### Clock wires, drivers and flops, run 1

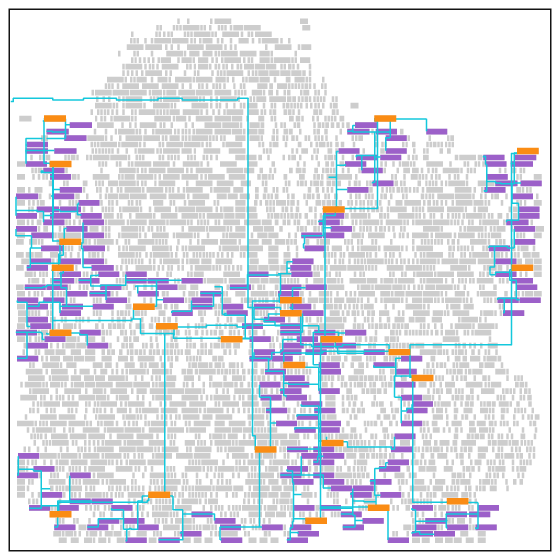
### Where the registers sit, run 1

Scale bar: 50 microns.
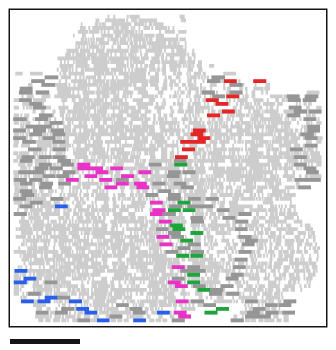
### Placed cells, one colour a class, run 1

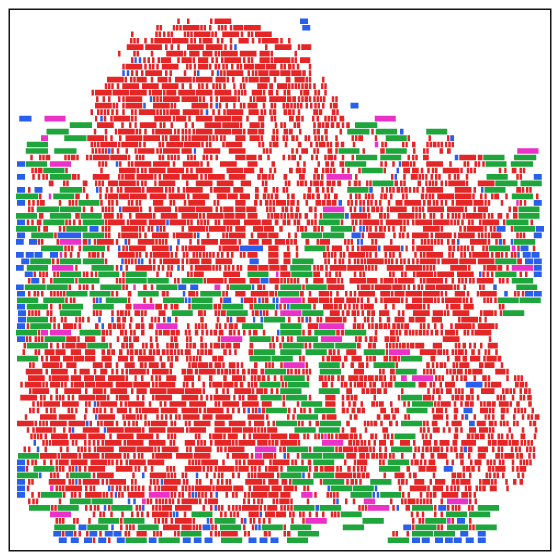
<file path="src/rtl/mod_mult_barrett_pipe_pkg.sv">
// Shared constants and helpers for the Barrett modular multiplier family.
package mod_mult_barrett_pipe_pkg;

   // Supported NTT moduli and their Barrett constants, mu = floor(2^26 / q).
   localparam int unsigned MOD_6145 = 6145;
   localparam int unsigned MU_6145  = 10920;
   localparam int unsigned MOD_7681 = 7681;
   localparam int unsigned MU_7681  = 8736;

   // Barrett constant is one bit wider than the modulus.
   function automatic int unsigned mu_width(input int unsigned w);
      return w + 1;
   endfunction

endpackage

</file>
<file path="src/rtl/mod_mult_barrett_pipe_if.sv">
// Operand, result and modulus-reload signals of the Barrett multiplier.
interface mod_mult_barrett_pipe_if
   import mod_mult_barrett_pipe_pkg::*;
#(
   parameter int unsigned W     = 13,
   parameter int unsigned TAG_W = 4
);

   localparam int unsigned MW = mu_width(W);

   logic             mod_load;
   logic [W-1:0]     mod_q;
   logic [MW-1:0]    mod_mu;
   logic             busy;
   logic             in_valid;
   logic             in_ready;
   logic [W-1:0]     in_a;
   logic [W-1:0]     in_b;
   logic [TAG_W-1:0] in_tag;
   logic             out_valid;
   logic             out_ready;
   logic [W-1:0]     out_res;
   logic [TAG_W-1:0] out_tag;

   // Upstream producer / downstream consumer side.
   modport master (
      output mod_load, mod_q, mod_mu, in_valid, in_a, in_b, in_tag, out_ready,
      input  busy, in_ready, out_valid, out_res, out_tag
   );

   // The multiplier itself.
   modport slave (
      input  mod_load, mod_q, mod_mu, in_valid, in_a, in_b, in_tag, out_ready,
      output busy, in_ready, out_valid, out_res, out_tag
   );

endinterface

</file>
<file path="src/rtl/mod_mult_barrett_corr.sv">
// Final Barrett correction: maps r in [0, 3q) to r mod q by subtracting 0, q or 2q.
module mod_mult_barrett_corr #(
   parameter int unsigned W = 13
) (
   input  logic [W+1:0] r,
   input  logic [W-1:0] q,
   output logic [W-1:0] res
);

   logic [W+1:0] q1;
   logic [W+1:0] q2;

   // Pick the largest multiple of q not exceeding r.
   always_comb begin
      q1  = (W+2)'(q);
      q2  = {1'b0, q, 1'b0};
      res = W'(r);
      if (r >= q2) begin
         res = W'(r - q2);
      end else if (r >= q1) begin
         res = W'(r - q1);
      end
   end

endmodule

</file>
<file path="src/rtl/mod_mult_barrett_pipe.sv">
// Pipelined Barrett modular multiplier, res = (a*b) mod q, with loadable modulus.
// Operand register, then p / t / m / r stages, then the corrected result register.
module mod_mult_barrett_pipe
   import mod_mult_barrett_pipe_pkg::*;
#(
   parameter int unsigned W       = 13,
   parameter int unsigned TAG_W   = 4,
   parameter int unsigned MOD_RST = MOD_6145,
   parameter int unsigned MU_RST  = MU_6145
) (
   input logic                    clk,
   input logic                    rst,
   mod_mult_barrett_pipe_if.slave bus
);

   localparam int unsigned MW = mu_width(W);
   localparam int unsigned RW = W + 2;

   logic [W-1:0]     q_act, q_shd;
   logic [MW-1:0]    mu_act, mu_shd;
   logic             busy_q;

   logic             v_op, v_p, v_t, v_m, v_r, out_valid_q;
   logic [W-1:0]     a_op, b_op;
   logic [TAG_W-1:0] tag_op, tag_p, tag_t, tag_m, tag_r, tag_out;
   logic [2*W-1:0]   p_q;
   logic [W:0]       qh_q;
   logic [RW-1:0]    plo_t, plo_m, m_q, r_q;
   logic [W-1:0]     res_q;

   logic             adv, in_ready, accept, drained, commit;
   logic [2*W-1:0]   p_d;
   logic [W:0]       qh_d;
   logic [RW-1:0]    m_d, r_d;
   logic [W-1:0]     res_d;

   // Handshake, drain detection and per-stage arithmetic.
   always_comb begin
      adv      = !out_valid_q || bus.out_ready;
      in_ready = adv && !busy_q;
      accept   = bus.in_valid && in_ready;
      drained  = !(v_op || v_p || v_t || v_m || v_r || out_valid_q);
      commit   = busy_q && drained;
      p_d      = (2*W)'(a_op) * (2*W)'(b_op);
      qh_d     = (W+1)'(((2*W+2)'(p_q[2*W-1:W-1]) * (2*W+2)'(mu_act)) >> (W+1));
      // Only the low W+2 bits of m matter: r is known to fit there.
      m_d      = RW'(qh_q) * RW'(q_act);
      r_d      = plo_m - m_q;
   end

   mod_mult_barrett_corr #(
      .W (W)
   ) u_corr (
      .r   (r_q),
      .q   (q_act),
      .res (res_d)
   );

   // Modulus reload: shadow capture, busy flag, commit once the pipeline is empty.
   always_ff @(posedge clk or negedge rst) begin
      if (!rst) begin
         q_act  <= W'(MOD_RST);
         mu_act <= MW'(MU_RST);
         q_shd  <= W'(MOD_RST);
         mu_shd <= MW'(MU_RST);
         busy_q <= 1'b0;
      end else begin
         if (bus.mod_load) begin
            q_shd  <= bus.mod_q;
            mu_shd <= bus.mod_mu;
         end
         if (commit) begin
            // A load arriving on the commit edge is the newest value; take it directly.
            q_act  <= bus.mod_load ? bus.mod_q  : q_shd;
            mu_act <= bus.mod_load ? bus.mod_mu : mu_shd;
            busy_q <= 1'b0;
         end else if (bus.mod_load) begin
            busy_q <= 1'b1;
         end
      end
   end

   // Pipeline registers; everything shifts together on adv, otherwise holds.
   always_ff @(posedge clk or negedge rst) begin
      if (!rst) begin
         v_op        <= 1'b0;
         v_p         <= 1'b0;
         v_t         <= 1'b0;
         v_m         <= 1'b0;
         v_r         <= 1'b0;
         out_valid_q <= 1'b0;
         a_op        <= '0;
         b_op        <= '0;
         p_q         <= '0;
         qh_q        <= '0;
         plo_t       <= '0;
         plo_m       <= '0;
         m_q         <= '0;
         r_q         <= '0;
         res_q       <= '0;
         tag_op      <= '0;
         tag_p       <= '0;
         tag_t       <= '0;
         tag_m       <= '0;
         tag_r       <= '0;
         tag_out     <= '0;
      end else if (adv) begin
         v_op        <= accept;
         v_p         <= v_op;
         v_t         <= v_p;
         v_m         <= v_t;
         v_r         <= v_m;
         out_valid_q <= v_r;
         a_op        <= bus.in_a;
         b_op        <= bus.in_b;
         p_q         <= p_d;
         qh_q        <= qh_d;
         plo_t       <= p_q[RW-1:0];
         plo_m       <= plo_t;
         m_q         <= m_d;
         r_q         <= r_d;
         res_q       <= res_d;
         tag_op      <= bus.in_tag;
         tag_p       <= tag_op;
         tag_t       <= tag_p;
         tag_m       <= tag_t;
         tag_r       <= tag_m;
         tag_out     <= tag_r;
      end
   end

   assign bus.busy      = busy_q;
   assign bus.in_ready  = in_ready;
   assign bus.out_valid = out_valid_q;
   assign bus.out_res   = res_q;
   assign bus.out_tag   = tag_out;

endmodule
</file>
<file path="src/flat_wrapper.sv">
// flat-port wrapper written by rule: the top's interface ports become plain ports
module mod_mult_barrett_pipe_flat import mod_mult_barrett_pipe_pkg::*;
#(
   parameter int unsigned W       = 13,
   parameter int unsigned TAG_W   = 4,
   parameter int unsigned MOD_RST = MOD_6145,
   parameter int unsigned MU_RST  = MU_6145
)
  (clk, rst, bus_mod_load, bus_mod_q, bus_mod_mu, bus_in_valid, bus_in_a, bus_in_b, bus_in_tag, bus_out_ready, bus_busy, bus_in_ready, bus_out_valid, bus_out_res, bus_out_tag);
  mod_mult_barrett_pipe_if #(.W(W), .TAG_W(TAG_W)) bus_i ();
  input logic clk;
  input logic rst;
  input wire logic [$bits(bus_i.mod_load)-1:0] bus_mod_load;
  input wire logic [$bits(bus_i.mod_q)-1:0] bus_mod_q;
  input wire logic [$bits(bus_i.mod_mu)-1:0] bus_mod_mu;
  input wire logic [$bits(bus_i.in_valid)-1:0] bus_in_valid;
  input wire logic [$bits(bus_i.in_a)-1:0] bus_in_a;
  input wire logic [$bits(bus_i.in_b)-1:0] bus_in_b;
  input wire logic [$bits(bus_i.in_tag)-1:0] bus_in_tag;
  input wire logic [$bits(bus_i.out_ready)-1:0] bus_out_ready;
  output wire logic [$bits(bus_i.busy)-1:0] bus_busy;
  output wire logic [$bits(bus_i.in_ready)-1:0] bus_in_ready;
  output wire logic [$bits(bus_i.out_valid)-1:0] bus_out_valid;
  output wire logic [$bits(bus_i.out_res)-1:0] bus_out_res;
  output wire logic [$bits(bus_i.out_tag)-1:0] bus_out_tag;
  assign bus_i.mod_load = bus_mod_load;
  assign bus_i.mod_q = bus_mod_q;
  assign bus_i.mod_mu = bus_mod_mu;
  assign bus_i.in_valid = bus_in_valid;
  assign bus_i.in_a = bus_in_a;
  assign bus_i.in_b = bus_in_b;
  assign bus_i.in_tag = bus_in_tag;
  assign bus_i.out_ready = bus_out_ready;
  assign bus_busy = bus_i.busy;
  assign bus_in_ready = bus_i.in_ready;
  assign bus_out_valid = bus_i.out_valid;
  assign bus_out_res = bus_i.out_res;
  assign bus_out_tag = bus_i.out_tag;
  mod_mult_barrett_pipe #(.W(W), .TAG_W(TAG_W), .MOD_RST(MOD_RST), .MU_RST(MU_RST)) u_core (.clk(clk), .rst(rst), .bus(bus_i));
endmodule
</file>
<file path="config.mk">
export PLATFORM = sky130hd
export DESIGN_NAME = mod_mult_barrett_pipe_flat
export DESIGN_NICKNAME = d
export VERILOG_FILES = /design/src/rtl/mod_mult_barrett_pipe_pkg.sv /design/src/rtl/mod_mult_barrett_pipe_if.sv /design/src/rtl/mod_mult_barrett_corr.sv /design/src/rtl/mod_mult_barrett_pipe.sv /design/src/flat_wrapper.sv
export SDC_FILE = /design/constraint.sdc
export NUM_CORES = 1
export LEC_CHECK = 0
export ABC_AREA = 1
export CORE_MARGIN = 2
export CORE_UTILIZATION = 55
export DETAILED_ROUTE_END_ITERATION = 8
export GPL_TIMING_DRIVEN = 0
export PLACE_DENSITY = 0.78
export SLEW_MARGIN = 20
export SYNTH_ARGS = -nofsm -noshare
export SYNTH_HDL_FRONTEND = slang
export SYNTH_HIERARCHICAL = 1
export SYNTH_SLANG_ARGS = --single-unit
</file>
<file path="constraint.sdc">
create_clock -name clk -period 15.6 [get_ports clk]
set_input_delay 3.12 -clock clk [delete_from_list [all_inputs] [get_ports clk]]
set_output_delay 3.12 -clock clk [all_outputs]
set_load 0.005 [all_outputs]
</file>
==> summary.txt, run 1 <==
Purpose: to document the outcome of synthesis and place and route.

Clock network
The hold buffer count at CTS is 0. Per the CTS log, the buffer count on the longest clock path is 3. The number of clock sinks is 224. The tree is rooted in a sky130_fd_sc_hd__clkbuf_16. The number of post-CTS setup repair buffers is 0. The report lists the number of cells resized after CTS as 0.

The number of buffers inserted during clock tree synthesis is 25. The clock tree from TritonCTS is built. The clock transition at the registers of the reported paths is around 0.060 ns.

Place
The HPWL reported at the end of detailed placement is about 56000 microns. The total cell area at the placement stage is between 20000 and 30000 sq um. The number of buffers inserted by port buffering is slightly above 80. The pre-CTS setup slack is roughly 8 ns.

STA
Setup repair after global routing left no endpoint under its margin. The worst path in the final design needs a cycle of roughly 7.6 ns, including I/O delays and setup. The final setup violation count is 0. The worst max-slew margin expressed relative to the limit is approximately two fifths. In the final report, the number of hold violations comes to 0. Static timing analysis puts the maximum clock frequency at about 130 MHz. At the pin with the least slew margin, the transition time is between 0.9 and 1 ns. Dividing the final minimum period by the clock period gives between 40% and 50%. The worst path meets setup with around 8 ns of slack. After routing, the total negative slack on setup checks comes to 0 ns. Hold timing on the final database bottoms out at a slack of between 0.4 and 0.5 ns.

The clock arrives with around 0.018 ns of skew.

Global routing
The remaining global-route overflow is 0. For met3 alone, demand over resource in global routing was 5.65%. Global routing used between 40% and 50% of the available met2 tracks. The global routing report lists combined usage of all routing layers as 28.6%. The global-route layer with the greatest usage is met2. The pin count of the biggest net entering global routing is about 85. The number of global-route vias before repair is 23388. The global routing usage on met1 is a little under two fifths. The initial antenna violation count is 1. The first global-routing pass estimated between 100000 and 150000 microns of wire.

Logic synthesis
Looking at area per cell type in the netlist, the leader is sky130_fd_sc_hd__fa_1. By instance count, the leading cell after synthesis is sky130_fd_sc_hd__nand2_1. The number of synthesized flops with an enable pin is 0.

The mapped netlist covers 27200 sq um. By count the netlist is led by sky130_fd_sc_hd__nand2_1, sky130_fd_sc_hd__inv_1, sky130_fd_sc_hd__fa_1. Once synthesis finished, the tally of register bits stood at around 220.

By area the synthesized netlist is led by sky130_fd_sc_hd__fa_1, sky130_fd_sc_hd__dfrtp_1, sky130_fd_sc_hd__nand2_1. Yosys reports that the leading cell type by area covers 24.6% of the netlist area. The dominant kind of combinational cell is adder cells. The number of distinct library cells after synthesis is slightly above 50.

Per the synthesis report, the simple-gate share of the synthesized area is between 20% and 30%. Per the synthesis report, the XOR/XNOR share of the synthesized area is approximately 1%. In this run, the synthesized area fraction spent on AND-OR/OR-AND gates is recorded as around 5.0%. The number of nets in the synthesized netlist is 4292. The async set-or-reset flop fraction in the synthesized netlist is 100%. In the synthesis report, Yosys lists the chip area as between 20000 and 30000 sq um. The dominant register cell in the synthesized netlist is sky130_fd_sc_hd__dfrtp_1. Of the post-synthesis cell area, the part taken by muxes is 0%. During synthesis, Yosys emitted a total of 6 warnings.

For reference, full adder, half adder and majority cells occupy between 30% and 40% of the area reported after synthesis. Yosys stat counts 3659 cells in the synthesized netlist. The number of instances in the synthesized netlist is 3659.

Critical path
The kind of critical path is primary input to output port. The worst setup path is launched from a primary input. The signal on the critical path passes through clkdlybuf4s50_1 -> nor2_4 -> nor2_1 -> clkdlybuf4s50_1.

The cell depth of the worst setup path is 4. The highest cell delay on the worst timing path is around 0.6 ns. The critical path endpoint category is an output port. According to the timing report, the data required time at the worst endpoint equals 12.48 ns. The kind of cell adding the most delay to the critical path is buffers and inverters. Per the timing report, the biggest fanout along the worst path comes to 10.

The most critical setup path has its endpoint at bus_in_ready. The arrival time of the worst setup path is between 4 and 5 ns. The most repeated library cell on the critical path is sky130_fd_sc_hd__clkdlybuf4s50_1. The startpoint of the lowest-slack register-to-register path is u_core/p_q[19]$_DFFE_PN0N_.

STA reports a reg2reg setup slack of 9.64 ns. The sum of buffers and inverters on the critical path is 2. The critical path's slowest cell is sky130_fd_sc_hd__clkdlybuf4s50_1. The launch point of the critical path is bus_out_ready.

Final layout
The number of antenna diodes in the final layout is 0. In the final layout, excluding clock inverters the inverter count is 831. The share of post-route cells with drive strength above 1 is between 3 and 4%.

Ranked by total area, the top cell class in this layout is multi-input combinational cells. Measured on the final layout, buffering overhead outside the clock network stands at 4.82%. In the final layout, the fill cell count is 4437.

Multi-input logic gates represent a cell area share of approximately three fifths. After the last flow step, the layout net total stands at 4403. By instance count after routing, the leading logic cell types are sky130_fd_sc_hd__nand2_1, sky130_fd_sc_hd__inv_1, sky130_fd_sc_hd__fa_1, sky130_fd_sc_hd__ha_1, sky130_fd_sc_hd__dfrtp_1.

The area of the multi-input gates is about 18000 sq um. The relative area change from synthesis to final layout is 9.24%. The area taken by sequential standard cells is reported as 5630 sq um.

Leaving out filler cells and counting taps, the final layout contains roughly 4500. The register with the highest flop count is u_core/p_q. The number of combinational gates with multiple inputs is ~2500. The clock tree buffer count of the final layout is 33. The register with the most flip-flops in the layout has 26 of them. The fraction of final cell area spent on clock buffers and inverters in this run is between 2 and 3%. The number of non-clock buffers in the layout is 211.

Min path
The capture endpoint of the worst hold path is u_core/plo_m[6]$_DFFE_PN0N_. The number of cells on the worst hold path is listed as 2.

Die
The number of I/O pins is 82. The chip occupies 51300 sq um. The horizontal die dimension is between 200 and 250 microns. The die span in y is approximately 230 microns. Across the placement rows, the number of tap cells is approximately 660.

The initial core utilization is about 56%.

Route
The routed design shows a via density per instance of between 5 and 6. The aggregate routed wire length is roughly 69000 microns. The top layer used by detailed routing is met5. The detail-routed net length per standard cell is 15.6 microns.

The met3 layer wire length in the routed design is roughly 5200 microns. Once iteration 0 of detailed routing completed, the report listed around 1800 DRC markers. The number of detailed-routing iterations run before antenna repair is 6. The via count is around 23000.

The antenna violation net count after detailed routing is 0. The detailed router reports a met2 wire length of 31200 microns. The sum of routed wire segments on met1 is about 30000 microns.

Job
In this run the maximum-capacitance check reported violations numbering 0. The tool warning count for the run is 26.

Status
The run finished with clean final reports.
## Picture notes: 'Clock wires, drivers and flops'
legend:
  flip-flops:
    colour: purple
    count: 224
  clock wires:
    colour: cyan
    length: 3120 microns
  clock drivers:
    colour: orange
    count: 25
flops lie: all over the die
routed clock nets: 26
insertion delay of the later-clocked pin in the worst-skew pair: 0.56 ns

## Picture notes: 'Where the registers sit'
legend:
  u_core/a_op:
    colour: blue
    placed_flops: 13
    where: south-west
  u_core/qh_q:
    colour: red
    placed_flops: 14
  u_core/plo_m:
    colour: green
    placed_flops: 15
  u_core/p_q:
    colour: magenta
    placed_flops: 26
post-layout util: 60.8%
fraction of standard cell area that is sequential: 18.9%

## Picture notes: 'Placed cells, one colour a class'
legend:
  sequential cells:
    colour: green
    cells: 224
    share_of_their_area: 19%
  combinational and other logic:
    colour: red
    cells: 3308
    share_of_their_area: 73%
  remaining buffers and delay cells:
    colour: blue
    cells: 211
    share_of_their_area: 5.0%
  clock drivers and dummy loads:
    colour: magenta
    cells: 45
    share_of_their_area: 2.8%
Row Count: 81
core area: 48800 sq um
final cell area excluding filler cells: 29700 sq um

### Cells by drive strength, run 1

Scale bar: 50 microns.
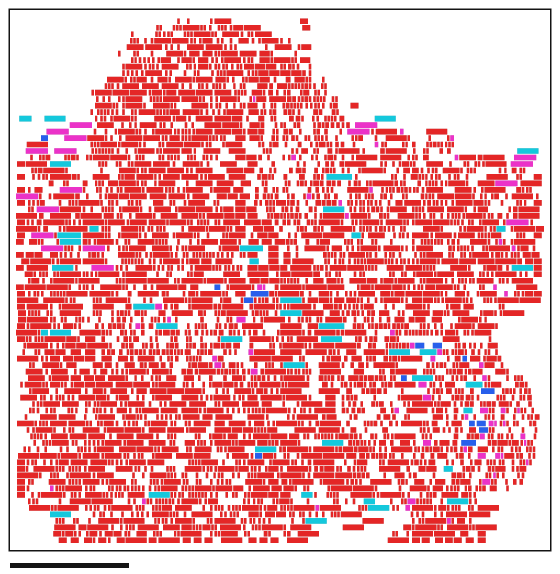

==> inputs of run 2 (changes only) <==
PLACE_DENSITY = 0.81   (was 0.78)
clock period = 6.8 ns   (was 15.6 ns; I/O delays follow)
### Cells by drive strength, run 2

Scale bar: 50 microns.
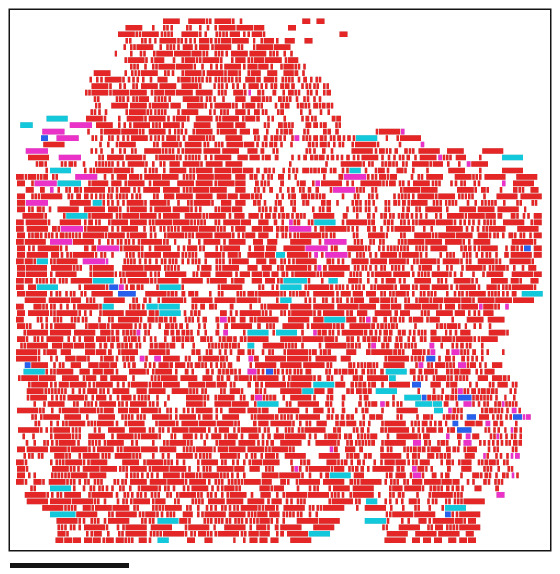
legend:
  _6 and larger:
    colour: cyan
    cells: 48
    share: 1.3%
  _3 and _4 cells:
    colour: blue
    cells: 15
    share: 0.40%
  _2 cells:
    colour: magenta
    cells: 74
    share: 2.0%
  _0 and _1 cells:
    colour: red
    cells: 3653
    share: 96%
worst setup margin: 0.874 ns
layout buffer count excluding clock buffers: 210
layout overhead on the synthesized area: 9.56%
final cell area excluding filler cells: 29800 sq um

==> summary.txt, run 2 <==
Purpose: to document the outcome of synthesis and place and route.

Status
The flow ran to the end, and the final reports show no timing, DRC or antenna violations.

STA
The final timing report counts setup violations totalling 0. The maximum achievable frequency is roughly 170 MHz. Setup repair after global routing left no endpoint under its margin. Post-route period utilization is reported as slightly below 90%. The worst path needs between 5 and 6 ns of the cycle, external delays included.

The worst max-slew margin expressed relative to the limit is 39.5%. In the final run the clock tree shows a worst skew of 0.0151 ns. The final hold violation count is 0. The slew of the pin with the lowest slew margin is approximately 0.91 ns. Hold is met by around 0.47 ns.

Logic synthesis
The dominant register cell in the synthesized netlist is sky130_fd_sc_hd__dfrtp_1. The summed instance area of the synthesized netlist is 27200 sq um. The post-synthesis share of cell area spent on and, or, nand and nor gates is around a quarter. Yosys mapped a number of flops with a built-in enable equal to 0. The async set-or-reset flop fraction in the synthesized netlist is 100%. After synthesis, the most frequently instantiated cells are sky130_fd_sc_hd__nand2_1, sky130_fd_sc_hd__inv_1, sky130_fd_sc_hd__fa_1. For this design, Yosys synthesis ends with a cell count of approximately 3700. Per the post-synthesis report, the nets total between 4000 and 5000. The dominant kind of combinational cell is adder cells. The number of distinct library cells after synthesis is roughly 50. The most instantiated library cell after synthesis is sky130_fd_sc_hd__nand2_1. The fraction of synthesized area in multiplexers is 0%.

Summed over its instances, the top area cell type makes up between 20% and 30% of the synthesized netlist area. The main area contributors are sky130_fd_sc_hd__fa_1, sky130_fd_sc_hd__dfrtp_1, sky130_fd_sc_hd__nand2_1. The number of instances in the synthesized netlist is between 3000 and 4000. Of the total synthesized cell area, the portion taken by full adders, half adders and majority gates is a little over a third.

Looking at area per cell type in the netlist, the leader is sky130_fd_sc_hd__fa_1. The number of warnings issued by yosys is 6. The area recorded from the Yosys report for this design is 27200 sq um.

Global routing
The met3 routing resource usage after global routing is roughly 4.7%. The first global-routing pass estimated between 100000 and 150000 microns of wire. On met2, the global router reports a usage of around half. The initial antenna violation count is 0. Summed over all routing layers, the global router reports a total usage of between 20% and 30%. The number of global-route vias before repair is ~24000.

Global routing used roughly two fifths of the available met1 tracks. For this run the aggregate overflow at the end of global routing stands at 0. The pin count of the biggest net entering global routing is about 95.

The global routing stage identified its most utilized layer as met2.

Route
The antenna violation net count after detailed routing is 0. The detail-routed net length per standard cell is 15.8 microns. The final route contains roughly 23000 vias. The amount of wire on met2 after detailed routing is around 33000 microns. The average vias per placed instance is 5.22. The DRC violation total after the first TritonRoute iteration is 1816. The sum of routed wire segments on met1 is ~30000 microns. Signal routing reaches up to met4.

Place
The number of cells in the design after placement is roughly 4400. The count of buffers added on input and output ports is just over 80. According to the dpl log, the detail-placed design has an HPWL of 57000 microns. The total cell area at the placement stage is 28900 sq um. Per the post-place timing report, worst setup slack is 0.903 ns.

Die
The inserted tap cell count is roughly 660. The horizontal die dimension reported for this design is about 230 microns. The report lists the number of standard-cell rows as slightly above 80. In this run the count of I/O pins placed on the die edge is a little over 80. The die span in y is between 200 and 250 microns.

The die covers 51300 sq um.

Critical path
The sum of buffers and inverters on the critical path is 4. The required time at the worst endpoint is listed as around 7.3 ns. For reference, the most critical setup path is categorized as flop to flop. STA lists the startpoint of the worst register-to-register path as u_core/p_q[19]$_DFFE_PN0N_. The worst register-to-register path has a setup slack of roughly 0.87 ns. The critical path endpoint category is a flop.

The launch point of the critical path is u_core/p_q[19]$_DFFE_PN0N_. On the worst path, the slowest cell contributes a delay of 0.59 ns. Along the worst path, the maximum fanout reaches 10. Walking the worst path, the cells encountered are clkbuf_1 -> nand2_1 -> fa_1 -> fa_1 -> fa_1 -> inv_1 -> fa_1 -> fa_1 -> inv_1 -> fa_1 -> inv_1 -> ha_1 -> nand2_1 -> nor2_1 -> nor2_1 -> o21ai_0 -> nand2_1 -> nand3_1 -> or2_2 -> nand3_1 -> nand2_1.

In this run the worst setup path terminates at u_core/qh_q[7]$_DFFE_PN0N_. The slowest stage of the critical path belongs to the cell sky130_fd_sc_hd__fa_1. The cell depth of the worst setup path is 21. The cell family contributing the most delay on the critical path is adder cells. The most repeated library cell on the critical path is sky130_fd_sc_hd__fa_1. The arrival time of the worst setup path is approximately 6.4 ns.

Clock network
The number of buffers inserted during clock tree synthesis is 26. In this run the post-CTS setup repair buffer count came out at 0. The clock transition at the registers of the reported paths is 0.06 ns. The master cell of the clock root buffer is sky130_fd_sc_hd__clkbuf_16.

The clock reaches the later pin of the worst-skew pair after between 0.5 and 0.6 ns. The clock tree from TritonCTS is built. The worst-case clock buffer depth is 3. The report puts the hold buffer count at CTS at 0.

The number of clock sinks is 224. The number of gates resized after CTS was 0.

Final layout
The combined flip-flop and latch cell area is ~5600 sq um. The number of antenna diodes in the final layout is 0. The most area-hungry cell class in the final design is multi-input combinational cells. The layout report gives the multi-input gate share of total cell area as about three fifths. Clock cells make up approximately 3% of the layout cell area. The number of non-filler instances in the completed layout is 4454. The fraction of final cell area spent on non-clock buffers in this run is 4.77%. The register with the highest flop count is u_core/p_q.

The final design was reported to hold multi-input combinational gates totalling about 2500. Measured on the finished design, the core utilization comes to about three fifths. The library cells used most frequently in the layout, excluding fill and tap cells, are sky130_fd_sc_hd__nand2_1, sky130_fd_sc_hd__inv_1, sky130_fd_sc_hd__fa_1, sky130_fd_sc_hd__ha_1, sky130_fd_sc_hd__dfrtp_1. Non-clock inverters in the final layout number around 830. The area of the multi-input gates is between 15000 and 20000 sq um. The number of flip-flops under the largest register name is 26. The clock tree buffer count of the final layout is 36. Of the total standard cell area in the layout, the sequential portion is about a fifth. The net count reported at finish is approximately 4400.

Min path
The cell depth of the worst hold path is 2. STA shows the worst min-delay path finishing at u_core/plo_m[10]$_DFFE_PN0N_.

Job
The number of logged tool warnings is 26. The tool flagged a number of max-cap violations equal to 0.
### Placed cells, one colour a class, run 2

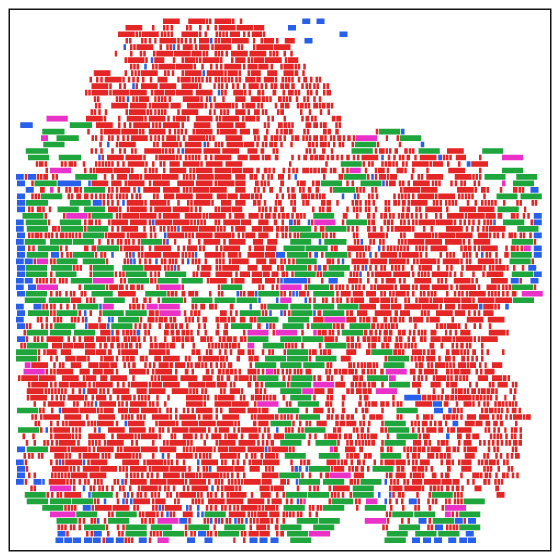
legend:
  remaining buffers and delay cells:
    colour: blue
    cells: 210
    share_of_their_area: 4.9%
  clock drivers and dummy loads:
    colour: magenta
    cells: 48
    share_of_their_area: 3.1%
  sequential cells:
    colour: green
    cells: 224
    share_of_their_area: 19%
  combinational and other logic:
    colour: red
    cells: 3308
    share_of_their_area: 73%

